### Register map, names as in the netlist, run 1

The bar under the picture is 10 um long. Other sequential cells in the stronger grey, the rest of the logic in the fainter grey.
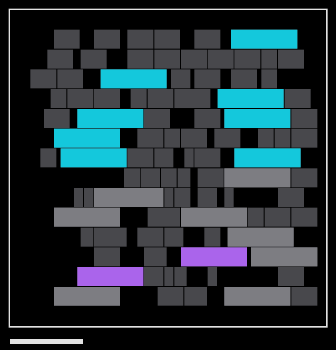
### Routing congestion map, run 1

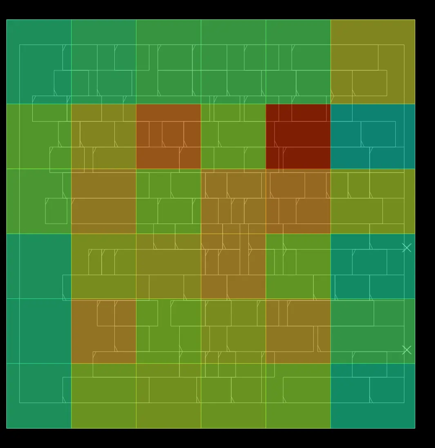
### Logic cells by family, run 1

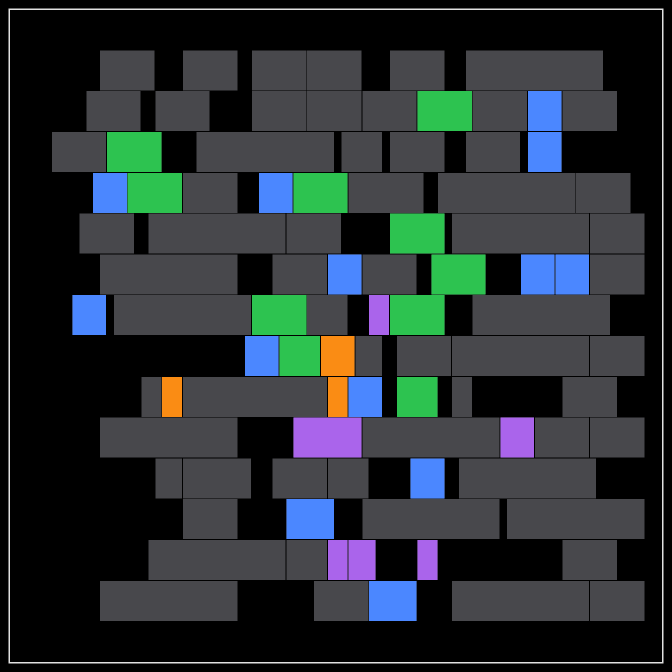
<file path="src/rtl/display_route_arbiter_if.sv">
// ---------------------------------------------------------------------------
// display_route_arbiter_if
//
// Purpose:
//   Bundles the requester handshakes and the demux drive signals of the
//   display route arbiter into one interface.
//
// Signals (N = data width):
//   req0_i / req1_i       request from bank 0 / bank 1 writer
//   data0_i / data1_i     N-bit data from bank 0 / bank 1 writer
//   ack0_o / ack1_o       one-cycle completion pulse to each requester
//   selection_o           demux select (0 = bank 0, 1 = bank 1)
//   data_o                N-bit demux data input
//   strobe_o              high on the first drive cycle of a grant
//   busy_o                high while a transaction is in progress
//
// Modports:
//   master  requester side (drives requests and data)
//   slave   arbiter side (drives acks and demux signals)
// ---------------------------------------------------------------------------
interface display_route_arbiter_if #(
  parameter int N = 8
);

  logic         req0_i;
  logic [N-1:0] data0_i;
  logic         ack0_o;
  logic         req1_i;
  logic [N-1:0] data1_i;
  logic         ack1_o;
  logic         selection_o;
  logic [N-1:0] data_o;
  logic         strobe_o;
  logic         busy_o;

  modport master (
    output req0_i, data0_i, req1_i, data1_i,
    input  ack0_o, ack1_o, selection_o, data_o, strobe_o, busy_o
  );

  modport slave (
    input  req0_i, data0_i, req1_i, data1_i,
    output ack0_o, ack1_o, selection_o, data_o, strobe_o, busy_o
  );

endinterface

</file>
<file path="src/rtl/display_route_arbiter.sv">
// ---------------------------------------------------------------------------
// display_route_arbiter
//
// Purpose:
//   Shares the 1-to-2 display routing demux between the bank 0 and bank 1
//   writers. A grant latches the winner's data, drives select/data for HOLD
//   cycles, blanks the data for one cycle while acknowledging the winner,
//   then spends one mandatory idle cycle before the next grant.
//
// Parameters:
//   N     data width (matches the demux data width)
//   HOLD  cycles select/data are driven per grant (HOLD >= 1)
//
// Ports:
//   clk    system clock, rising edge
//   rst_n  asynchronous active-low reset
//   bus    display_route_arbiter_if slave modport (requests, acks, demux)
// ---------------------------------------------------------------------------
module display_route_arbiter #(
  parameter int N    = 8,
  parameter int HOLD = 4
) (
  input  logic                    clk,
  input  logic                    rst_n,
  display_route_arbiter_if.slave  bus
);

  // A one-bit counter is kept even when HOLD=1 so the compare stays legal.
  localparam int            CW       = (HOLD > 1) ? $clog2(HOLD) : 1;
  localparam logic [CW-1:0] CNT_LAST = CW'(HOLD - 1);

  typedef enum logic [1:0] {
    IDLE  = 2'd0,
    DRIVE = 2'd1,
    GAP   = 2'd2
  } state_t;

  state_t        state_q, state_d;
  logic          sel_q, sel_d;
  logic [N-1:0]  data_q, data_d;
  logic          strobe_q, strobe_d;
  logic          busy_q, busy_d;
  logic          ack0_q, ack0_d;
  logic          ack1_q, ack1_d;
  logic [CW-1:0] cnt_q, cnt_d;
  logic          last_grant_q, last_grant_d;
  logic          grant;

  // State and output registers. last_grant resets to 1 so that requester 0
  // wins the first tie after reset.
  always_ff @(posedge clk or negedge rst_n) begin
    if (!rst_n) begin
      state_q      <= IDLE;
      sel_q        <= 1'b0;
      data_q       <= '0;
      strobe_q     <= 1'b0;
      busy_q       <= 1'b0;
      ack0_q       <= 1'b0;
      ack1_q       <= 1'b0;
      cnt_q        <= '0;
      last_grant_q <= 1'b1;
    end else begin
      state_q      <= state_d;
      sel_q        <= sel_d;
      data_q       <= data_d;
      strobe_q     <= strobe_d;
      busy_q       <= busy_d;
      ack0_q       <= ack0_d;
      ack1_q       <= ack1_d;
      cnt_q        <= cnt_d;
      last_grant_q <= last_grant_d;
    end
  end

  // Next-state and next-output logic. Every output is computed one cycle
  // ahead so that the registered value matches the state being entered.
  // strobe and the acks default low so they can only ever be one-cycle pulses.
  always_comb begin
    state_d      = state_q;
    sel_d        = sel_q;
    data_d       = data_q;
    strobe_d     = 1'b0;
    busy_d       = busy_q;
    ack0_d       = 1'b0;
    ack1_d       = 1'b0;
    cnt_d        = cnt_q;
    last_grant_d = last_grant_q;
    grant        = 1'b0;

    case (state_q)
      IDLE: begin
        data_d = '0;
        busy_d = 1'b0;
        if (bus.req0_i || bus.req1_i) begin
          // On a tie the requester that did not win last time is served.
          grant        = (bus.req0_i && bus.req1_i) ? ~last_grant_q : bus.req1_i;
          state_d      = DRIVE;
          sel_d        = grant;
          data_d       = grant ? bus.data1_i : bus.data0_i;
          last_grant_d = grant;
          cnt_d        = '0;
          strobe_d     = 1'b1;
          busy_d       = 1'b1;
        end
      end

      DRIVE: begin
        busy_d = 1'b1;
        if (cnt_q == CNT_LAST) begin
          // Blank the data during the gap so the demux output never ghosts
          // into the next grant; the grantee is acknowledged here.
          state_d = GAP;
          data_d  = '0;
          ack0_d  = ~sel_q;
          ack1_d  = sel_q;
        end else begin
          cnt_d = cnt_q + CW'(1);
        end
      end

      GAP: begin
        state_d = IDLE;
        busy_d  = 1'b0;
        data_d  = '0;
      end

      default: begin
        state_d = IDLE;
        busy_d  = 1'b0;
        data_d  = '0;
      end
    endcase
  end

  assign bus.selection_o = sel_q;
  assign bus.data_o      = data_q;
  assign bus.strobe_o    = strobe_q;
  assign bus.busy_o      = busy_q;
  assign bus.ack0_o      = ack0_q;
  assign bus.ack1_o      = ack1_q;

endmodule

</file>
<file path="src/flat_wrapper.sv">
// flat-port wrapper written by rule: the top's interface ports become plain ports
module display_route_arbiter_flat 
#(
  parameter int N    = 8,
  parameter int HOLD = 4
)
  (clk, rst_n, bus_req0_i, bus_data0_i, bus_req1_i, bus_data1_i, bus_ack0_o, bus_ack1_o, bus_selection_o, bus_data_o, bus_strobe_o, bus_busy_o);
  display_route_arbiter_if #(.N(N)) bus_i ();
  input  logic clk;
  input  logic rst_n;
  input wire logic [$bits(bus_i.req0_i)-1:0] bus_req0_i;
  input wire logic [$bits(bus_i.data0_i)-1:0] bus_data0_i;
  input wire logic [$bits(bus_i.req1_i)-1:0] bus_req1_i;
  input wire logic [$bits(bus_i.data1_i)-1:0] bus_data1_i;
  output wire logic [$bits(bus_i.ack0_o)-1:0] bus_ack0_o;
  output wire logic [$bits(bus_i.ack1_o)-1:0] bus_ack1_o;
  output wire logic [$bits(bus_i.selection_o)-1:0] bus_selection_o;
  output wire logic [$bits(bus_i.data_o)-1:0] bus_data_o;
  output wire logic [$bits(bus_i.strobe_o)-1:0] bus_strobe_o;
  output wire logic [$bits(bus_i.busy_o)-1:0] bus_busy_o;
  assign bus_i.req0_i = bus_req0_i;
  assign bus_i.data0_i = bus_data0_i;
  assign bus_i.req1_i = bus_req1_i;
  assign bus_i.data1_i = bus_data1_i;
  assign bus_ack0_o = bus_i.ack0_o;
  assign bus_ack1_o = bus_i.ack1_o;
  assign bus_selection_o = bus_i.selection_o;
  assign bus_data_o = bus_i.data_o;
  assign bus_strobe_o = bus_i.strobe_o;
  assign bus_busy_o = bus_i.busy_o;
  display_route_arbiter #(.N(N), .HOLD(HOLD)) u_core (.clk(clk), .rst_n(rst_n), .bus(bus_i));
endmodule
</file>
<file path="config.mk">
export PLATFORM = sky130hd
export DESIGN_NAME = display_route_arbiter_flat
export DESIGN_NICKNAME = d
export VERILOG_FILES = /design/src/rtl/display_route_arbiter_if.sv /design/src/rtl/display_route_arbiter.sv /design/src/flat_wrapper.sv
export SDC_FILE = /design/constraint.sdc
export NUM_CORES = 1
export LEC_CHECK = 0
export CAP_MARGIN = 25
export CORE_MARGIN = 1
export CORE_UTILIZATION = 43
export CTS_CLUSTER_SIZE = 8
export DETAILED_ROUTE_END_ITERATION = 7
export PLACE_DENSITY = 0.87
export SYNTH_ARGS = -nofsm -noshare
export SYNTH_HDL_FRONTEND = slang
export SYNTH_SLANG_ARGS = --single-unit
</file>
<file path="constraint.sdc">
create_clock -name clk -period 3.05 [get_ports clk]
set_input_delay 0.305 -clock clk [delete_from_list [all_inputs] [get_ports clk]]
set_output_delay 0.305 -clock clk [all_outputs]
set_load 0.005 [all_outputs]
</file>
==> qor.yml, run 1 <==
dominant-cell-class: "sequential cells"
drt_pass1_iterations: 6
violated_checks: "design-rule violations"
net_load_switching_power_uw: 276
postRouteAntennaNets: 0
final-clk-cell-share_pct: 3.28
critPathLaunchType: "register"
synth_top_area_share_pct: 57.5
timing.final.max_slew_violations: 0
clock-sinks: 18
place.detailed.instances: 105
status: "finished with violations"
crit_required_ns: 2.74
setup_repair_after_global_routing_missed_its_margin: "false"
post_synth_inst_count: 59
final_layout_top_logic_cell: "clkdlybuf4s50_1"
worst_hold_slack_ns: 0.458
ir_drop_v: 0.000412
crit_path_cell_trace: "clkdlybuf4s50_1"
gp_routability_congestion: 0.741
worstPathArrival_ns: 1.19
setup_viol_count_final: 0
endpoint: "bus_selection_o"
seqAreaFraction_pct: 40.8
synth_async_sr_flop_share_pct: 100
setup.worst_path.end_class: "output pin"
power-top-group: "combinational logic"
cts_hold_buf: 0
maxSlewHeadroom_pct: 48.4
cp_num_cells: 1
grt_start_max_net_pins: 19
mux_share_pct: 1.35
final_layout_size_suffix_gt1_share_pct: 7.53
timing.reg2reg.setup_slack_ns: 1.56
cap_viol_max_count: 0
area_after_detailed_placement_um2: 1070
die.size.x_um: 43.5
openroad.warnings: 26
well_tap_count: 16
reg2regPathDepth: 4
drc_errors: 4
power_frac_seq_pct: 42.1
dp_slack_ns: 1.37
fin_crit_sh_pct: 49.1
detailed_place_hpwl_um: 1200
hold_violations: 0
design_power_total_uw: 928
-- 'Register map, names as in the netlist' (at the start) --
netlist name	colour	sequential cells
`u_core.state_q`	purple	2
`u_core.bus.data_o`	cyan	8
not coloured	8

-- 'Routing congestion map' (at the start) --
global routing met2 resource utilization: 31.2%
All-Layer GR Usage: 19.0%
routing usage on met3: 1.25%
average detailed-routed wire length per instance: 14.2 um
Util after Layout: 70.9%

-- 'Logic cells by family' (at the start) --
family	colour	cells	most used
AND and OR gates	blue	13	and2_1
NOR gates	purple	6	nor2_1
NAND gates	orange	3	nand2_1
AND-OR and OR-AND gates	green	10	a221o_1

==> run 2, diff against run 1 <==
--- a/config.mk
+++ b/config.mk
@@ -7,10 +7,10 @@
 export LEC_CHECK = 0
 export CAP_MARGIN = 25
 export CORE_MARGIN = 1
-export CORE_UTILIZATION = 43
+export CORE_UTILIZATION = 36
 export CTS_CLUSTER_SIZE = 8
 export DETAILED_ROUTE_END_ITERATION = 7
-export PLACE_DENSITY = 0.87
+export PLACE_DENSITY = 0.78
 export SYNTH_ARGS = -nofsm -noshare
 export SYNTH_HDL_FRONTEND = slang
 export SYNTH_SLANG_ARGS = --single-unit
==> constraint.sdc (replaced) <==
create_clock -name clk -period 1.3 [get_ports clk]
set_input_delay 0.13 -clock clk [delete_from_list [all_inputs] [get_ports clk]]
set_output_delay 0.13 -clock clk [all_outputs]
set_load 0.005 [all_outputs]
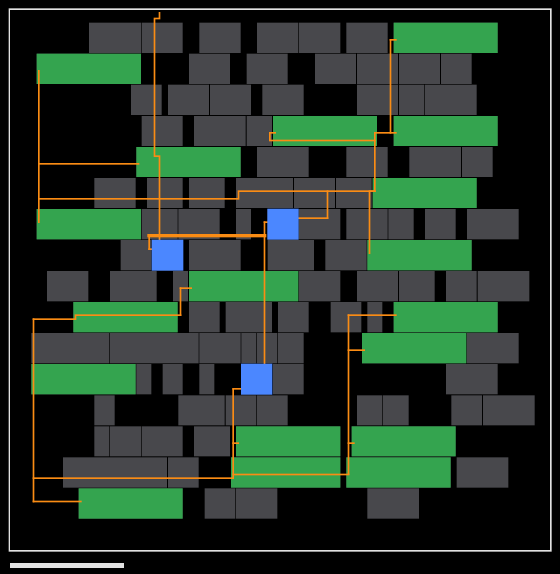
*Clock wires, drivers and flops, run 2*
The bar under the picture is 10 um long.
[clock wires] orange | length: 235 um
[clock drivers] blue | count: 3
[flip-flops] green | count: 18
routed clock nets	4
flops lie	all over the die

==> run 2 against run 1 <==
Effect of this change: the flow finishes with violations (negative setup slack); clock power is 140% higher; cell area is 20% higher; global-route usage is 2.0 points lower; worst hold slack worse by 0.31 ns; area after synthesis stayed put; power went up to 2.9 times the previous value; critical path depth is 3 higher; clock-buffer cell count stayed put; sequential share of layout area is 6.7 points lower; clock skew is 0.0035 ns higher.
==> qor.yml, run 2 <==
status: "finished with violations"  # unchanged
violated_checks: "negative setup slack"  # was design-rule violations
gp_routability_congestion: 0.793  # was 0.741
critical_path.max_fanout: 3  # was 4
worstPathArrival_ns: 1.48  # was 1.19 ns
setup.worst_path.end_class: "register"  # was output pin
maxSlewHeadroom_pct: 84.6  # was 48.4%
crit_path_cell_trace: "ha_4, or3b_4, o31ai_4, mux2i_1"  # was clkdlybuf4s50_1
setup_viol_count_final: 1  # was 0
synthFlopType: "dfrtp_1"  # unchanged
timing.reg2reg.setup_slack_ns: -0.006  # was 1.56 ns
post_synth_inst_count: 59  # unchanged
cts_hold_buf: 0  # unchanged
power-top-group: "combinational logic"  # unchanged
drt_pass1_iterations: 4  # was 6
detailed_place_hpwl_um: 1320  # was 1200 um
die.size.x_um: 47.3  # was 43.5 um
buffers: 47  # was 32
drc_errors: 0  # was 4
hold_violations: 0  # unchanged
numCtsBuffers: 3  # unchanged
synth_async_sr_flop_share_pct: 100  # unchanged
design_power_total_uw: 2650  # was 928 uW
dominant-cell-class: "non-clock buffers"  # was sequential cells
area_after_detailed_placement_um2: 1160  # was 1070 um^2
critPathLaunchType: "register"  # unchanged
endpoint: "u_core.cnt_q[0]"  # was bus_selection_o
grtUsageMet2_pct: 29.3  # was 31.2%
cap_viol_max_count: 0  # unchanged
timing.final.max_slew_violations: 0  # unchanged
power_frac_seq_pct: 34.8  # was 42.1%
place.detailed.instances: 125  # was 105
synth_top_area_share_pct: 57.5  # unchanged
final_layout_size_suffix_gt1_share_pct: 29.6  # was 7.53%
dp_slack_ns: -0.203  # was 1.37 ns
cp_num_cells: 4  # was 1
ir_drop_v: 0.00140  # was 0.000412 V
worst_slack_setup_final_ns: -0.00582  # was 1.55 ns
grt_use_total_pct: 17.0  # was 19.0%
final_layout_top_logic_cell: "clkdlybuf4s50_1"  # unchanged
worst_hold_slack_ns: 0.145  # was 0.458 ns
reg2regPathDepth: 4  # unchanged
net_load_switching_power_uw: 799  # was 276 uW
mux_share_pct: 1.35  # unchanged
fin_crit_sh_pct: 100
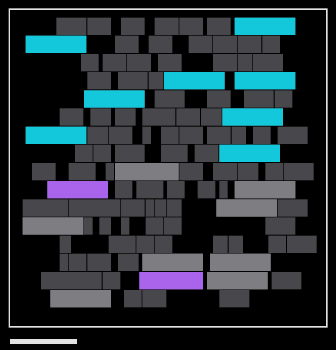
*Register map, names as in the netlist, run 2*
The bar under the picture is 10 um long. Other sequential cells in the stronger grey, the rest of the logic in the fainter grey.
sequential cell area: 453 um^2
Util after Layout: 68.4%
flip-flop and latch share of the layout cell area: 34.1%

Power figures rest on the tool's default switching activity, not on a simulated workload.
